**src/rtl/bus_arbiter.sv**
```systemverilog
// bus_arbiter: two-master, one-slave round-robin arbiter for the bexkat1 shared
// memory bus. Master 0 is the instruction fetch port and master 1 is the
// memory-stage data port. The owner keeps the grant for its whole cycle, and a
// watchdog aborts any bus cycle that never acknowledges.
module bus_arbiter #(
    parameter int TIMEOUT = 256
) (
    input  logic        clk_i,
    input  logic        rst_i,

    input  logic        m0_cyc,
    input  logic        m0_we,
    input  logic [31:0] m0_adr,
    input  logic [31:0] m0_dat_o,
    input  logic [3:0]  m0_sel,
    output logic        m0_ack,
    output logic        m0_err,
    output logic [31:0] m0_dat_i,

    input  logic        m1_cyc,
    input  logic        m1_we,
    input  logic [31:0] m1_adr,
    input  logic [31:0] m1_dat_o,
    input  logic [3:0]  m1_sel,
    output logic        m1_ack,
    output logic        m1_err,
    output logic [31:0] m1_dat_i,

    output logic        s_cyc,
    output logic        s_we,
    output logic [31:0] s_adr,
    output logic [31:0] s_dat_o,
    output logic [3:0]  s_sel,
    input  logic        s_ack,
    input  logic [31:0] s_dat_i,

    output logic [1:0]  grant_o
);

    typedef enum logic [1:0] {
        S_IDLE   = 2'd0,
        S_GRANT0 = 2'd1,
        S_GRANT1 = 2'd2,
        S_ABORT  = 2'd3
    } state_e;

    // A zero TIMEOUT still needs a one-bit counter so the declaration stays legal.
    localparam int WdW = (TIMEOUT > 0) ? $clog2(TIMEOUT + 1) : 1;
    localparam logic [WdW-1:0] WdLast = WdW'((TIMEOUT > 0) ? (TIMEOUT - 1) : 0);
    localparam logic WdEnable = (TIMEOUT > 0);

    state_e         state_q, state_d;
    logic           lastOwner_q, lastOwner_d;
    logic [WdW-1:0] wdCnt_q, wdCnt_d;

    logic inGrant;
    logic ownerIdx;
    logic ownerCyc;
    logic abortOwnerCyc;
    logic wdHit;

    assign inGrant       = (state_q == S_GRANT0) || (state_q == S_GRANT1);
    assign ownerIdx      = (state_q == S_GRANT1);
    assign ownerCyc      = ownerIdx ? m1_cyc : m0_cyc;
    assign abortOwnerCyc = lastOwner_q ? m1_cyc : m0_cyc;
    // An ack in the threshold cycle wins, so the timeout needs s_ack low.
    assign wdHit         = WdEnable && inGrant && !s_ack && (wdCnt_q == WdLast);

    // Read data goes to both masters; only the ack tells the owner it is valid.
    assign m0_dat_i = s_dat_i;
    assign m1_dat_i = s_dat_i;

    // State register with synchronous active-low reset; master 0 wins the first tie.
    always_ff @(posedge clk_i) begin
        if (!rst_i) begin
            state_q     <= S_IDLE;
            lastOwner_q <= 1'b1;
            wdCnt_q     <= '0;
        end else begin
            state_q     <= state_d;
            lastOwner_q <= lastOwner_d;
            wdCnt_q     <= wdCnt_d;
        end
    end

    // Next-state logic: round-robin on ties, hold until cyc drops, watchdog abort.
    always_comb begin
        state_d     = state_q;
        lastOwner_d = lastOwner_q;
        wdCnt_d     = wdCnt_q;
        case (state_q)
            S_IDLE: begin
                wdCnt_d = '0;
                if (m0_cyc && m1_cyc) begin
                    state_d = lastOwner_q ? S_GRANT0 : S_GRANT1;
                end else if (m0_cyc) begin
                    state_d = S_GRANT0;
                end else if (m1_cyc) begin
                    state_d = S_GRANT1;
                end
            end
            S_GRANT0, S_GRANT1: begin
                if (wdHit) begin
                    state_d     = S_ABORT;
                    lastOwner_d = ownerIdx;
                    wdCnt_d     = '0;
                end else if (!ownerCyc) begin
                    state_d     = S_IDLE;
                    lastOwner_d = ownerIdx;
                    wdCnt_d     = '0;
                end else if (s_ack) begin
                    wdCnt_d = '0;
                end else if (WdEnable) begin
                    wdCnt_d = wdCnt_q + WdW'(1);
                end
            end
            S_ABORT: begin
                wdCnt_d = '0;
                if (!abortOwnerCyc) begin
                    state_d = S_IDLE;
                end
            end
            default: begin
                state_d = S_IDLE;
                wdCnt_d = '0;
            end
        endcase
    end

    // Output mux: the owner's request reaches the slave, and only the owner sees ack/err.
    always_comb begin
        s_cyc   = 1'b0;
        s_we    = 1'b0;
        s_adr   = '0;
        s_dat_o = '0;
        s_sel   = '0;
        m0_ack  = 1'b0;
        m1_ack  = 1'b0;
        m0_err  = 1'b0;
        m1_err  = 1'b0;
        grant_o = 2'b00;
        case (state_q)
            S_GRANT0: begin
                s_cyc   = m0_cyc;
                s_we    = m0_we;
                s_adr   = m0_adr;
                s_dat_o = m0_dat_o;
                s_sel   = m0_sel;
                m0_ack  = s_ack;
                m0_err  = wdHit;
                grant_o = 2'b01;
            end
            S_GRANT1: begin
                s_cyc   = m1_cyc;
                s_we    = m1_we;
                s_adr   = m1_adr;
                s_dat_o = m1_dat_o;
                s_sel   = m1_sel;
                m1_ack  = s_ack;
                m1_err  = wdHit;
                grant_o = 2'b10;
            end
            default: begin
                grant_o = 2'b00;
            end
        endcase
    end

endmodule

```
**config.mk**
```make
export PLATFORM = sky130hd
export DESIGN_NAME = bus_arbiter
export DESIGN_NICKNAME = d
export VERILOG_FILES = /design/src/rtl/bus_arbiter.sv
export SDC_FILE = /design/constraint.sdc
export NUM_CORES = 1
export LEC_CHECK = 0
export CORE_AREA = 10 10 114 116
export CTS_CLUSTER_SIZE = 20
export DETAILED_ROUTE_END_ITERATION = 10
export DIE_AREA = 0 0 124 126
export HOLD_SLACK_MARGIN = 0.1
export PLACE_DENSITY = 0.8
export SKIP_LAST_GASP = 1
export SLEW_MARGIN = 20
export SYNTH_ARGS = -nofsm -noshare
export SYNTH_HDL_FRONTEND = slang
export SYNTH_SLANG_ARGS = --single-unit
```
**constraint.sdc**
```tcl
create_clock -name clk_i -period 2.65 [get_ports clk_i]
set_input_delay 0.265 -clock clk_i [delete_from_list [all_inputs] [get_ports clk_i]]
set_output_delay 0.265 -clock clk_i [all_outputs]
set_load 0.03 [all_outputs]
```
### Placement by cell class, run 1

Bar = 20 um. Fill, decap, tap and diode cells in grey.
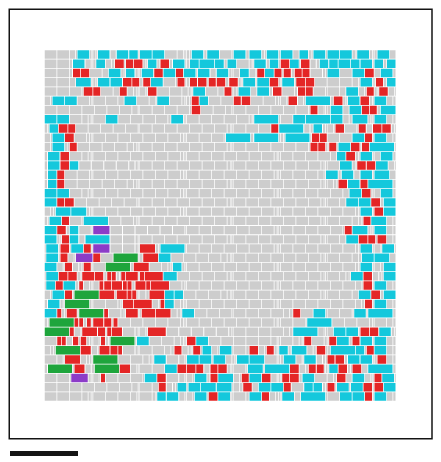
legend:
  green:
    class: flip-flops
    cells: 12
    share_of_their_area: 5.8%
  purple:
    class: clock drivers and dummy loads
    cells: 4
    share_of_their_area: 1.3%
  cyan:
    class: other buffers and delay cells
    cells: 226
    share_of_their_area: 58%
  red:
    class: all other logic
    cells: 204
    share_of_their_area: 35%
post-route cell area: 0.00429 sq mm
Std-Cell Core Area: 0.0107 sq mm
final core occ: 40.1%

### Signal metal coverage by tile, run 1

25 x 25 tiles, from black (low) to pale yellow (high), scaled to the fullest tile. Values are wire area over tile area, all layers added.
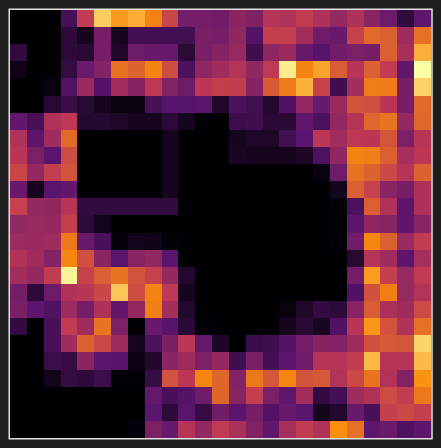
mean over tiles: 0.12
nearly empty tiles: 27%
fullest tile: 0.44
densest ninth of the die: north-east
emptiest ninth of the die: centre
tiles over half the peak: 20%
final routed wire length divided by cell count: 19.4 um
vias: 2720
final routed wirelength across all metal layers: 11400 um

==> impl_metrics.py, run 1 <==
# Generated from Yosys and OpenROAD reports
metrics = {
    "yosys": {
        "yosys_cells": 304,
        "postSynthRegisterBits": 12,
        "primary_flip_flop_cell_chosen_by_synthesis_mapping": "sky130_fd_sc_hd__dfxtp_1",
        "synth.cellmix.compoundShare_pct": 25.5,
        "synthesis_warnings": 0,
        "netlist-cell-type-count": 28,
        "synth.cell_area_sq_mm": 0.00224,
        "fraction_of_registers_with_async_set_reset_pct": 0,
        "xor_share_pct": 2.34,
        "post_synth_and_or_nand_nor_area_fraction_pct": 27.3,
        "leading_cell_type_by_number_of_instances_after_synthesis": "sky130_fd_sc_hd__nor2b_1",
        "ys_seq_share_pct": 10.7,
        "synthTopLogicFamily": "simple AND/OR/NAND/NOR gates",
        "netlist.top_cell.by_area": "sky130_fd_sc_hd__a22oi_1",
        "synth.top_cells.by_area": "sky130_fd_sc_hd__a22oi_1 23%, sky130_fd_sc_hd__buf_4 21%, sky130_fd_sc_hd__nor2b_1 20%",
        "area_leader_share_pct": 23.4,
    },
    "placement": {
        "place.detailed.hpwl_um": 9690,
        "dp_slack_ps": 351,
        "gp_routability_congestion": 0.842,
    },
    "cts": {
        "ctsHoldBuffers": 0,
        "cts_repair_resize_count": 0,
        "htreeDepth": 1,
        "ctsRootBufferMaster": "sky130_fd_sc_hd__clkbuf_8",
        "cts_tree": "yes",
        "cts.reportedPaths.clkPinSlew_ps": 50,
        "clock_insertion_delay_worst_skew_ps": 240,
        "cts_sinks": 12,
    },
    "floorplan": {
        "floorplan.core_util_pct": 21.0,
        "chipWidth_um": 124,
        "core.rowCount": 38,
        "dieHeight_um": 126,
    },
    "final_timing": {
        "finalWorstPathRequiredPeriod_ps": 2550,
        "achievable-frequency_mhz": 393,
        "slew-limit-headroom_pct": 73.1,
        "finalSetupViolations": 0,
        "timing.setup.tns_ps": 0,
        "worstMarginPinSlew_ps": 403,
        "final.hold.worst_slack_ps": 489,
        "timing.final.crit_share_pct": 96.1,
        "grt_setup_unrepaired": "true",
        "finalClockSkew_ps": 0.568,
        "finalHoldViolCount": 0,
        "worst_slack_ps": 103,
    },
    "status": {
        "status": "complete, no violations",
    },
    "flow_run": {
        "max_cap_violations": 0,
        "stage_log_warnings": 33,
    },
    "power": {
        "p_total_mw": 2.95,
        "power_density_mw_per_mm2": 687,
    },
    "finish": {
        "final_layout_size_suffix_gt1_share_pct": 16.4,
        "n_all_buffers": 226,
        "comb_area_share_pct": 32.9,
        "layout.clock_buffers": 4,
        "logic_area_sq_mm": 0.00141,
        "design.seq.count": 12,
        "layout.cells.most_common_list": "150 x sky130_fd_sc_hd__clkdlybuf4s50_1, 72 x sky130_fd_sc_hd__nor2b_1, 70 x sky130_fd_sc_hd__a22oi_1, 40 x sky130_fd_sc_hd__buf_4, 19 x sky130_fd_sc_hd__buf_12",
    },
    "worst_setup_path": {
        "rr_startpoint": "state_q[0]",
        "setup.worst_path.class": "reg2out",
        "worst_r2r_path_depth": 7,
        "endpoint": "s_adr[15]",
        "cp_slowest_stage_delay_ps": 680,
        "timing.critical_path.from_type": "flop",
        "timing.rr.end": "lastOwner_q",
        "worst-endpoint-arrival_ps": 2280,
        "crit_path_top_delay_cell": "sky130_fd_sc_hd__clkdlybuf4s50_1",
    },
    "grt": {
        "largest_net_degree_at_the_start_of_global_routing": 43,
        "grt.overflow.total": 0,
        "grt_pass1_vias": 2778,
    },
    "min_path": {
        "hold-path-cell-count": 1,
        "worst_hold_launch": "wdCnt_q[0]",
        "holdCritPathClass": "reg2reg",
    },
    "drt": {
        "detail-route-antenna-nets": 0,
        "number_of_drc_violations_after_detailed_routing": 0,
    },
}
### Metal layers overlaid, run 1

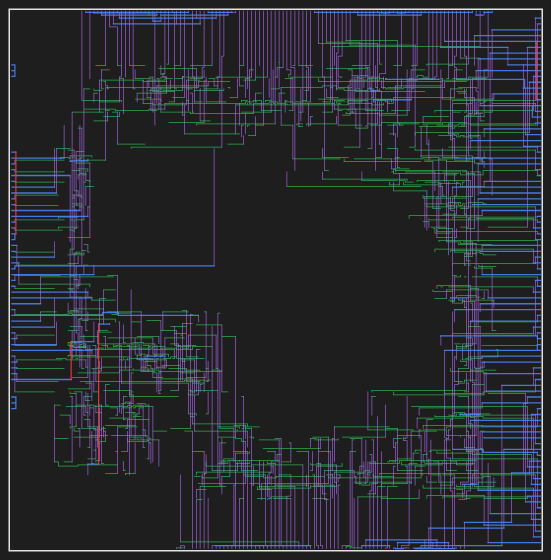
legend:
  green:
    layer: met1
    wire_length: 4140 um
  red:
    layer: met4
    wire_length: 74.1 um
  blue:
    layer: met3
    wire_length: 1430 um
  purple:
    layer: met2
    wire_length: 5740 um
gr usage total: 12.7%

### Placement view, run 1

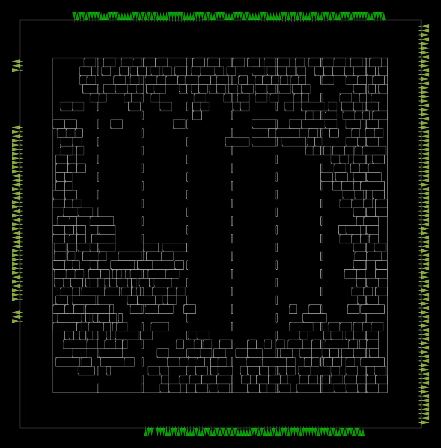
fill cell count: 1062
n_taps: 140
fraction of area in registers: 5.60%

[run 1: worst max-delay path: cells and delay by family, from the launching register on]
family                     cells  cell delay, ps
buffers and inverters          3            1090
DFF                            1             420
adders and majority gates      1             350
and+or+nand+nor                1             170
[run 1: power by group]
part / internal (mW) / total (mW) / switching [mW]
clock network: 0.131 / 0.199 / 0.0677
logic: 1.19 / 2.53 / 1.33
registers: 0.200 / 0.225 / 0.0251
[run 1: sequential cells by signal, summed over array words and instances (netlist names)]
register	count
lastOwner_q	1
state_q	2
wdCnt_q	9
[run 1: layer usage]
layer / wire (um) / vias to the layer above / track usage [%]
met2: 5740 / 203 / 22.9
met3: 1430 / 8 / 5.50
met5: 0 / - / 0
met4: 74 / 0 / 2.03
li1: - / 1273 / -
met1: 4140 / 1236 / 13.5
--- run 2 (diff from run 1) ---
--- a/config.mk
+++ b/config.mk
@@ -9,8 +9,9 @@
 export CTS_CLUSTER_SIZE = 20
 export DETAILED_ROUTE_END_ITERATION = 10
 export DIE_AREA = 0 0 124 126
+export DONT_BUFFER_PORTS = 1
 export HOLD_SLACK_MARGIN = 0.1
-export PLACE_DENSITY = 0.8
+export PLACE_DENSITY = 0.42
 export SKIP_LAST_GASP = 1
 export SLEW_MARGIN = 20
 export SYNTH_ARGS = -nofsm -noshare
### Signal metal coverage by tile, run 2

25 x 25 tiles, from black (low) to pale yellow (high), scaled to the fullest tile. Values are wire area over tile area, all layers added.
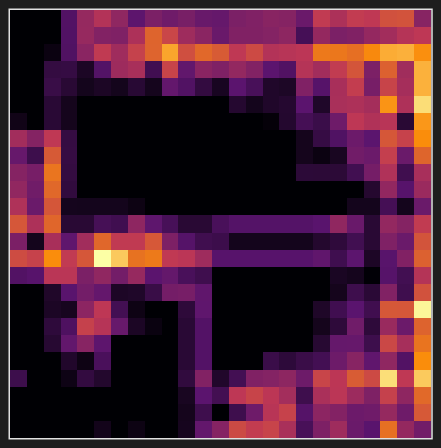
tiles over half the peak: 14%
fullest tile: 0.49
mean over tiles: 0.11
emptiest ninth of the die: south-west
nearly empty tiles: 32%
gr usage total: 11.4%
final routed wire length divided by cell count: 23.4 um
final routed wirelength across all metal layers: 10200 um
vias: 2062

### The metal 1 layer, run 2

Supply wires on this layer in grey.
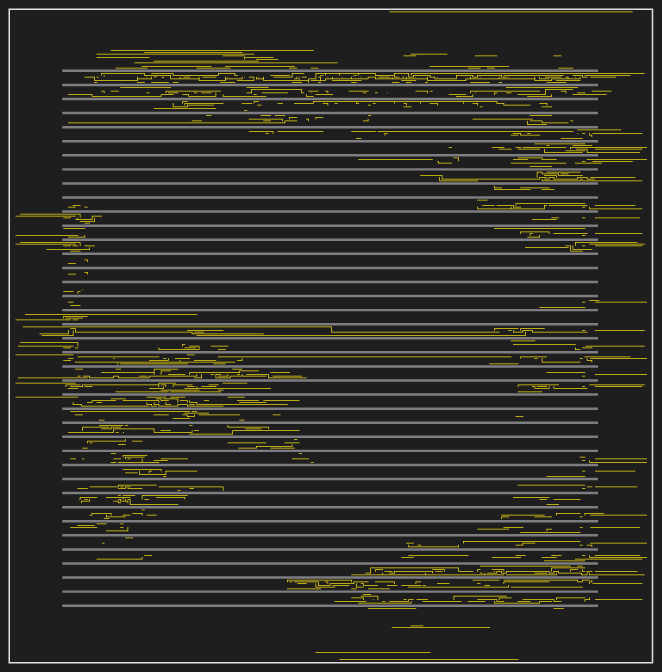
longest straight run: 63.5 um
nets with wire on the layer: 385
wire length on this layer: 3690 um
share of all routed wire: 36%
main direction: horizontal
met1 capacity usage during global routing: 12.1%

### Metal layers overlaid, run 2

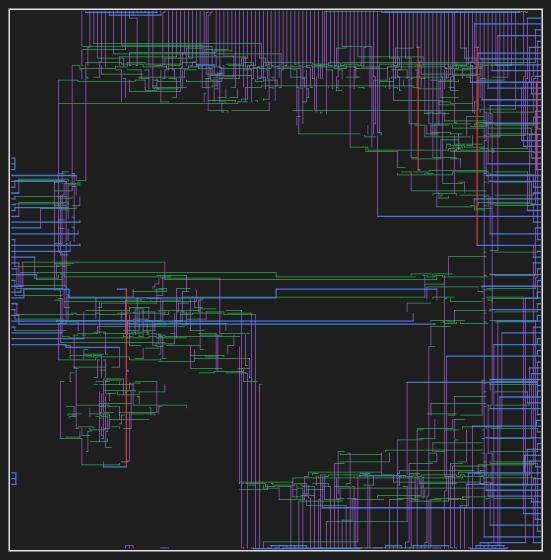
legend:
  purple:
    layer: met2
    wire_length: 5060 um
  blue:
    layer: met3
    wire_length: 1330 um
  red:
    layer: met4
    wire_length: 137 um
  green:
    layer: met1
    wire_length: 3690 um

==> run 2 against run 1 <==
Net effect:
- combinational power down 18%
- non-clock buffer count down 149
- setup slack better by 180 ps
- fmax up 7.4%
- clock-buffer cell count unchanged
- area after synthesis unchanged
- clock power up 4%
- power down 15%
- via count down 24%
- largest cell class is now combinational gates
- largest power group unchanged
- highest routed layer unchanged
==> impl_metrics.py, run 2 <==
# Generated from Yosys and OpenROAD reports
metrics = {
    "status": {
        "status": "complete, no violations",
    },
    "yosys": {
        "primary_flip_flop_cell_chosen_by_synthesis_mapping": "sky130_fd_sc_hd__dfxtp_1",
        "postSynthRegisterBits": 12,
        "synth.cell_area_sq_mm": 0.00224,
        "synth.top_cells.by_area": "sky130_fd_sc_hd__a22oi_1 23%, sky130_fd_sc_hd__buf_4 21%, sky130_fd_sc_hd__nor2b_1 20%",
        "ys_seq_share_pct": 10.7,
        "area_leader_share_pct": 23.4,
        "synthesis_warnings": 0,
        "leading_cell_type_by_number_of_instances_after_synthesis": "sky130_fd_sc_hd__nor2b_1",
        "fraction_of_registers_with_async_set_reset_pct": 0,
        "netlist.top_cell.by_area": "sky130_fd_sc_hd__a22oi_1",
        "netlist-cell-type-count": 28,
        "yosys_cells": 304,
    },
    "finish": {
        "seqAreaFraction_pct": 9.69,
        "design.seq.count": 12,
        "largest_registers": "wdCnt_q (9), state_q (2), lastOwner_q (1)",
        "design_area_sq_mm": 0.00248,
        "largest_register_ffs": 9,
        "final_layout_size_suffix_gt1_share_pct": 30.0,
        "layout.clock_buffers": 4,
        "final-nonclk-buf-share_pct": 23.4,
        "n_all_buffers": 77,
        "fillCellCount": 1187,
        "layout.cells.most_common_list": "76 x sky130_fd_sc_hd__buf_4, 72 x sky130_fd_sc_hd__nor2b_1, 70 x sky130_fd_sc_hd__a22oi_1, 12 x sky130_fd_sc_hd__nor2_1, 12 x sky130_fd_sc_hd__dfxtp_1",
        "comb_area_share_pct": 57.0,
        "logic_area_sq_mm": 0.00141,
        "registers.top_by_ff_count": "wdCnt_q",
        "final_util_pct": 23.2,
        "areaGrowthSynthToFinish_pct": 10.5,
    },
    "floorplan": {
        "floorplan.core_util_pct": 21.0,
        "coreArea_sq_mm": 0.0107,
        "n_taps": 140,
        "chipWidth_um": 124,
        "core.rowCount": 38,
        "dieHeight_um": 126,
    },
    "flow_run": {
        "max_cap_violations": 0,
        "stage_log_warnings": 32,
    },
    "worst_setup_path": {
        "ordered_cell_list_for_the_critical_path": "ha_1, nand3_1, nor2_1, and3_1, ha_1, nor2b_1, and3_1",
        "path_delay_family": "simple AND/OR/NAND/NOR gates",
        "timing.critical_path.buf_inv": 0,
        "setup.worst_path.class": "reg2out",
        "crit_path_top_delay_cell": "sky130_fd_sc_hd__and3_1",
        "critPathLaunch": "wdCnt_q[0]",
        "timing.rr.end": "lastOwner_q",
        "wp_data_required_ps": 2380,
        "critical_path_depth": 7,
        "rr_startpoint": "state_q[0]",
        "endpoint": "m1_err",
        "cp_slowest_stage_delay_ps": 380,
        "worst-endpoint-arrival_ps": 2110,
        "timing.critical_path.from_type": "flop",
    },
    "power": {
        "p_total_mw": 2.50,
        "p_seq_mw": 0.223,
        "power_frac_clock_pct": 8.3,
        "power_top_consumer": "combinational logic",
        "power.internal_mw": 1.15,
        "comb_power_share_pct": 82.8,
        "power.sequential.fraction_pct": 8.9,
        "leakage_nw": 0.892,
        "power_density_mw_per_mm2": 1010,
        "p_clk_mw": 0.207,
        "p_sw_share_pct": 53.9,
    },
    "placement": {
        "dp_slack_ps": 531,
        "gp_routability_congestion": 0.791,
        "place.detailed.hpwl_um": 9000,
    },
    "grt": {
        "grt.overflow.total": 0,
        "grt_pass1_vias": 2208,
        "grt_use_met3_pct": 5.14,
        "largest_net_degree_at_the_start_of_global_routing": 49,
        "gr-usage-met2_pct": 20.1,
        "global_route.peak_usage_layer": "met2",
        "initial_antenna_violation_count": 0,
    },
    "cts": {
        "cts_tree": "yes",
        "maximum_number_of_buffers_from_clock_root_to_sink": 2,
        "cts_repair_resize_count": 0,
        "cts.reportedPaths.clkPinSlew_ps": 60,
        "ctsHoldBuffers": 1,
        "cts_sinks": 12,
        "ctsRootBufferMaster": "sky130_fd_sc_hd__clkbuf_8",
        "clock_insertion_delay_worst_skew_ps": 250,
        "htreeDepth": 1,
    },
    "drt": {
        "m1WireLength_um": 3690,
        "route.met2.wl_um": 5060,
        "number_of_drc_violations_after_detailed_routing": 0,
        "drtIter0Drc": 98,
        "detail-route-antenna-nets": 0,
        "top_signal_layer_used": "met4",
        "wl_met3_um": 1330,
    },
    "final_timing": {
        "worst_slack_ps": 278,
        "slew-limit-headroom_pct": 75.0,
        "worstMarginPinSlew_ps": 375,
        "finalClockSkew_ps": 2.55,
        "finalSetupViolations": 0,
        "grt_setup_unrepaired": "false",
        "achievable-frequency_mhz": 422,
        "timing.setup.tns_ps": 0,
        "timing.final.crit_share_pct": 89.5,
        "finalWorstPathRequiredPeriod_ps": 2370,
        "final.hold.worst_slack_ps": 156,
        "finalHoldViolCount": 0,
    },
    "min_path": {
        "hold-path-cell-count": 2,
        "worst_hold_launch": "rst_i",
    },
}
[run 2: cell types whose count changed in the layout (fill, tap and decap cells not counted)]
cell,change
sky130_fd_sc_hd__buf_12,-19
sky130_fd_sc_hd__buf_4,+36
sky130_fd_sc_hd__buf_6,-1
sky130_fd_sc_hd__clkdlybuf4s50_1,-150
sky130_fd_sc_hd__dlygate4sd3_1,+1
sky130_fd_sc_hd__dlymetal6s2s_1,-16
[run 2: logic make-up (layout without fill, tap and decap cells)]
family                     after synthesis  in the layout  synth area share (%)
AOI/OAI and AO/OA                       75             75                  25.5
xor gates and xnor gates                 6              6                  2.34
adders and majority gates                9              9                  5.02
buffers and inverters                   92             85                  26.6
DFF                                     12             12                  10.7
muxes                                    5              5                  2.51
and+or+nand+nor                        105            105                  27.3
--- run 3 (diff from run 2) ---
--- a/config.mk
+++ b/config.mk
@@ -11,6 +11,7 @@
 export DIE_AREA = 0 0 124 126
 export DONT_BUFFER_PORTS = 1
 export HOLD_SLACK_MARGIN = 0.1
+export MAX_ROUTING_LAYER = met4
 export PLACE_DENSITY = 0.42
 export SKIP_LAST_GASP = 1
 export SLEW_MARGIN = 20
### The metal 1 layer, run 3

Supply wires on this layer in grey.
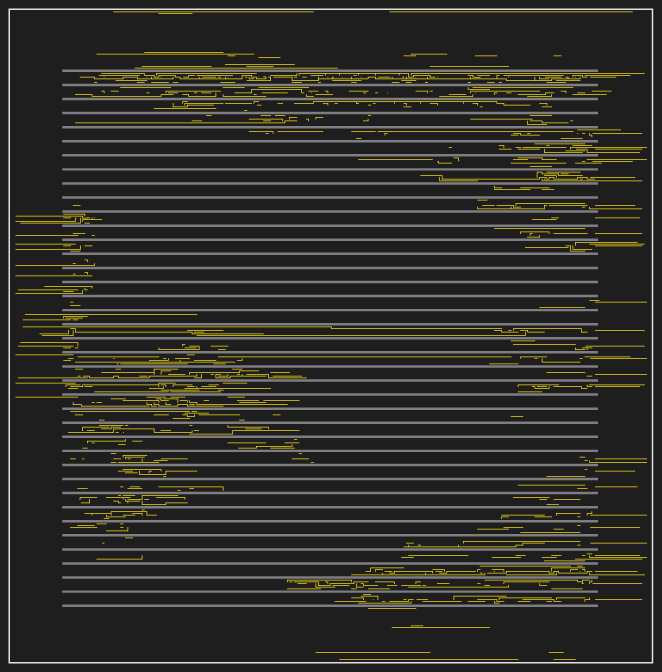
nets with wire on the layer: 389
longest straight run: 63.5 um
wire length on this layer: 3720 um
vias: 2060
met1 capacity usage during global routing: 12.3%
final routed wirelength across all metal layers: 10200 um

### Signal metal coverage by tile, run 3

25 x 25 tiles, from black (low) to pale yellow (high), scaled to the fullest tile. Values are wire area over tile area, all layers added.
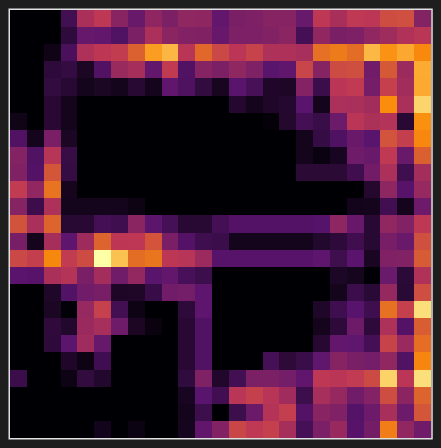
densest ninth of the die: north-east
nearly empty tiles: 32%
tiles over half the peak: 12%
mean over tiles: 0.11
fullest tile: 0.50
emptiest ninth of the die: south-west
gr usage total: 11.7%
final routed wire length divided by cell count: 23.3 um

### Metal layers overlaid, run 3

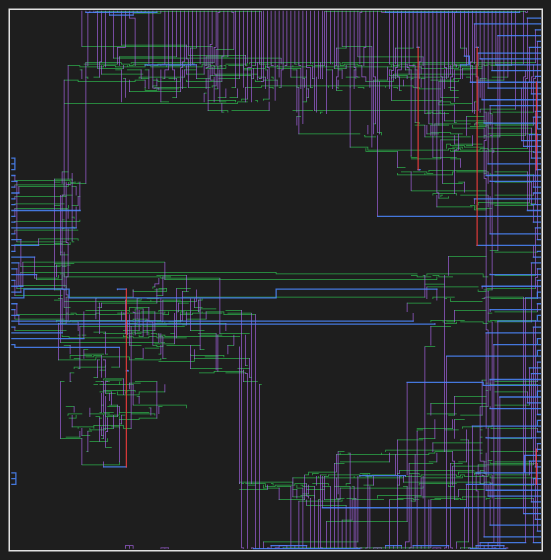
legend:
  blue:
    layer: met3
    wire_length: 1270 um
  purple:
    layer: met2
    wire_length: 5060 um
  red:
    layer: met4
    wire_length: 145 um
  green:
    layer: met1
    wire_length: 3720 um

==> run 3 against run 2 <==
Net effect:
- area after synthesis unchanged
- setup slack better by 2.8 ps
- wire length fell by 0.19%
- sequential power about the same
- power is essentially flat
- final cell count stayed put
- fmax up 0.12%
- via count barely moved
- clock skew up 1.2 ps
- first-iteration DRC count is 17% lower
- clock power about the same
- worst hold slack is essentially flat
- critical path type unchanged
- largest cell class unchanged
==> impl_metrics.py, run 3 <==
# Generated from Yosys and OpenROAD reports
metrics = {
    "final_timing": {
        "final.hold.worst_slack_ps": 156,
        "timing.setup.tns_ps": 0,
        "achievable-frequency_mhz": 422,
        "worstMarginPinSlew_ps": 378,
        "worst_slack_ps": 281,
        "finalWorstPathRequiredPeriod_ps": 2370,
        "slew-limit-headroom_pct": 74.8,
        "finalHoldViolCount": 0,
        "grt_setup_unrepaired": "false",
        "finalClockSkew_ps": 3.75,
        "timing.final.crit_share_pct": 89.4,
        "finalSetupViolations": 0,
    },
    "floorplan": {
        "coreArea_sq_mm": 0.0107,
        "core.rowCount": 38,
        "die_footprint_sq_mm": 0.0156,
        "dieHeight_um": 126,
        "floorplan.core_util_pct": 21.0,
        "chipWidth_um": 124,
    },
    "cts": {
        "cts_sinks": 12,
        "htreeDepth": 1,
        "cts.reportedPaths.clkPinSlew_ps": 60,
        "ctsRootBufferMaster": "sky130_fd_sc_hd__clkbuf_8",
        "cts_repair_resize_count": 0,
        "ctsHoldBuffers": 1,
        "maximum_number_of_buffers_from_clock_root_to_sink": 2,
        "cts_buffers": 3,
        "cts_tree": "yes",
        "clock_insertion_delay_worst_skew_ps": 250,
    },
    "finish": {
        "largest_register_ffs": 9,
        "layout.cells.most_common_list": "76 x sky130_fd_sc_hd__buf_4, 72 x sky130_fd_sc_hd__nor2b_1, 70 x sky130_fd_sc_hd__a22oi_1, 12 x sky130_fd_sc_hd__nor2_1, 12 x sky130_fd_sc_hd__dfxtp_1",
        "areaGrowthSynthToFinish_pct": 10.5,
        "design.final.nets": 482,
        "registers.top_by_ff_count": "wdCnt_q",
        "final_util_pct": 23.2,
        "final_layout_size_suffix_gt1_share_pct": 30.0,
        "largest_registers": "wdCnt_q (9), state_q (2), lastOwner_q (1)",
        "design_area_sq_mm": 0.00248,
        "antennaDiodeCount": 0,
    },
    "yosys": {
        "ys_seq_share_pct": 10.7,
        "leading_cell_type_by_number_of_instances_after_synthesis": "sky130_fd_sc_hd__nor2b_1",
        "post_synth_fa_ha_maj_area_fraction_pct": 5.02,
        "xor_share_pct": 2.34,
        "synth_area_per_cell_sq_um": 7.38,
        "synth.cellmix.compoundShare_pct": 25.5,
        "netlist-cell-type-count": 28,
        "primary_flip_flop_cell_chosen_by_synthesis_mapping": "sky130_fd_sc_hd__dfxtp_1",
        "yosys_cells": 304,
        "area_leader_share_pct": 23.4,
        "fraction_of_registers_with_async_set_reset_pct": 0,
        "synthesis_warnings": 0,
        "synthTopLogicFamily": "simple AND/OR/NAND/NOR gates",
        "netlist.top_cell.by_area": "sky130_fd_sc_hd__a22oi_1",
        "postSynthRegisterBits": 12,
        "synth.cell_area_sq_mm": 0.00224,
        "post_synth_and_or_nand_nor_area_fraction_pct": 27.3,
        "synth.top_cells.by_area": "sky130_fd_sc_hd__a22oi_1 23%, sky130_fd_sc_hd__buf_4 21%, sky130_fd_sc_hd__nor2b_1 20%",
        "synth.mux.area_fraction_pct": 2.51,
    },
    "worst_setup_path": {
        "timing.rr.end": "lastOwner_q",
        "cp_max_fo": 4,
        "crit_path_top_delay_cell": "sky130_fd_sc_hd__and3_1",
        "setup.worst_path.class": "reg2out",
        "worst_r2r_path_depth": 7,
        "wp_data_required_ps": 2380,
        "cp_slowest_stage_delay_ps": 380,
        "ordered_cell_list_for_the_critical_path": "ha_1, nand3_1, nor2_1, and3_1, ha_1, nor2b_1, and3_1",
        "timing.critical_path.from_type": "flop",
        "critPathLaunch": "wdCnt_q[0]",
        "path_delay_family": "simple AND/OR/NAND/NOR gates",
        "rr_startpoint": "state_q[0]",
        "worst-endpoint-arrival_ps": 2100,
        "timing.critical_path.buf_inv": 0,
        "endpoint": "m1_err",
        "critical_path_depth": 7,
    },
    "grt": {
        "grt_use_met3_pct": 4.74,
        "grt_pass1_vias": 2216,
        "global_route.peak_usage_layer": "met2",
        "grt.overflow.total": 0,
        "gr-usage-met2_pct": 20.1,
        "initial_antenna_violation_count": 0,
        "largest_net_degree_at_the_start_of_global_routing": 49,
    },
    "power": {
        "switching_power_mw": 1.35,
        "p_total_mw": 2.50,
        "power_density_mw_per_mm2": 1010,
        "power.sequential.fraction_pct": 8.9,
        "power.ir.vdd_worst_mv": 0.309,
        "p_clk_mw": 0.206,
        "leakage_nw": 0.892,
        "power_top_consumer": "combinational logic",
        "power.internal_mw": 1.15,
        "p_seq_mw": 0.223,
        "p_sw_share_pct": 53.9,
        "p_comb_mw": 2.07,
        "comb_power_share_pct": 82.8,
        "power_frac_clock_pct": 8.3,
    },
    "flow_run": {
        "max_cap_violations": 0,
        "stage_log_warnings": 32,
    },
    "drt": {
        "drtIter0Drc": 81,
        "number_of_drc_violations_after_detailed_routing": 0,
        "m1WireLength_um": 3720,
        "wl_met3_um": 1270,
        "top_signal_layer_used": "met4",
        "detail-route-antenna-nets": 0,
        "route.met2.wl_um": 5060,
        "viasPerCell": 4.71,
    },
    "min_path": {
        "worst_hold_launch": "rst_i",
    },
    "status": {
        "status": "complete, no violations",
    },
    "placement": {
        "dp_slack_ps": 531,
        "number_of_placed_instances_taps_included": 432,
        "gp_routability_congestion": 0.802,
        "place.detailed.hpwl_um": 9000,
    },
}
==> run 3: how the worst min path moves through the flow <==
stage,endpoint,slack [ps],cells past startpoint
3_5_place_dp,lastOwner_q,330,1
2_1_floorplan,lastOwner_q,330,1
4_1_cts,state_q[0],150,2
3_3_place_gp,lastOwner_q,330,1
5_1_grt,state_q[0],160,2
6_report,state_q[0],160,2
==> run 3: final cells by class <==
| cell class | count | area [sq um] |
|---|---|---|
| clock buffers | 4 | 55.1 |
| flip-flops and latches | 12 | 240 |
| well taps | 140 | 175 |
| fillers | 1187 | 8220 |
| inverters | 4 | 15.0 |
| repair buffers | 77 | 581 |
| multi-input cells | 200 | 1410 |
Power figures rest on the tool's default switching activity, not on a simulated workload.
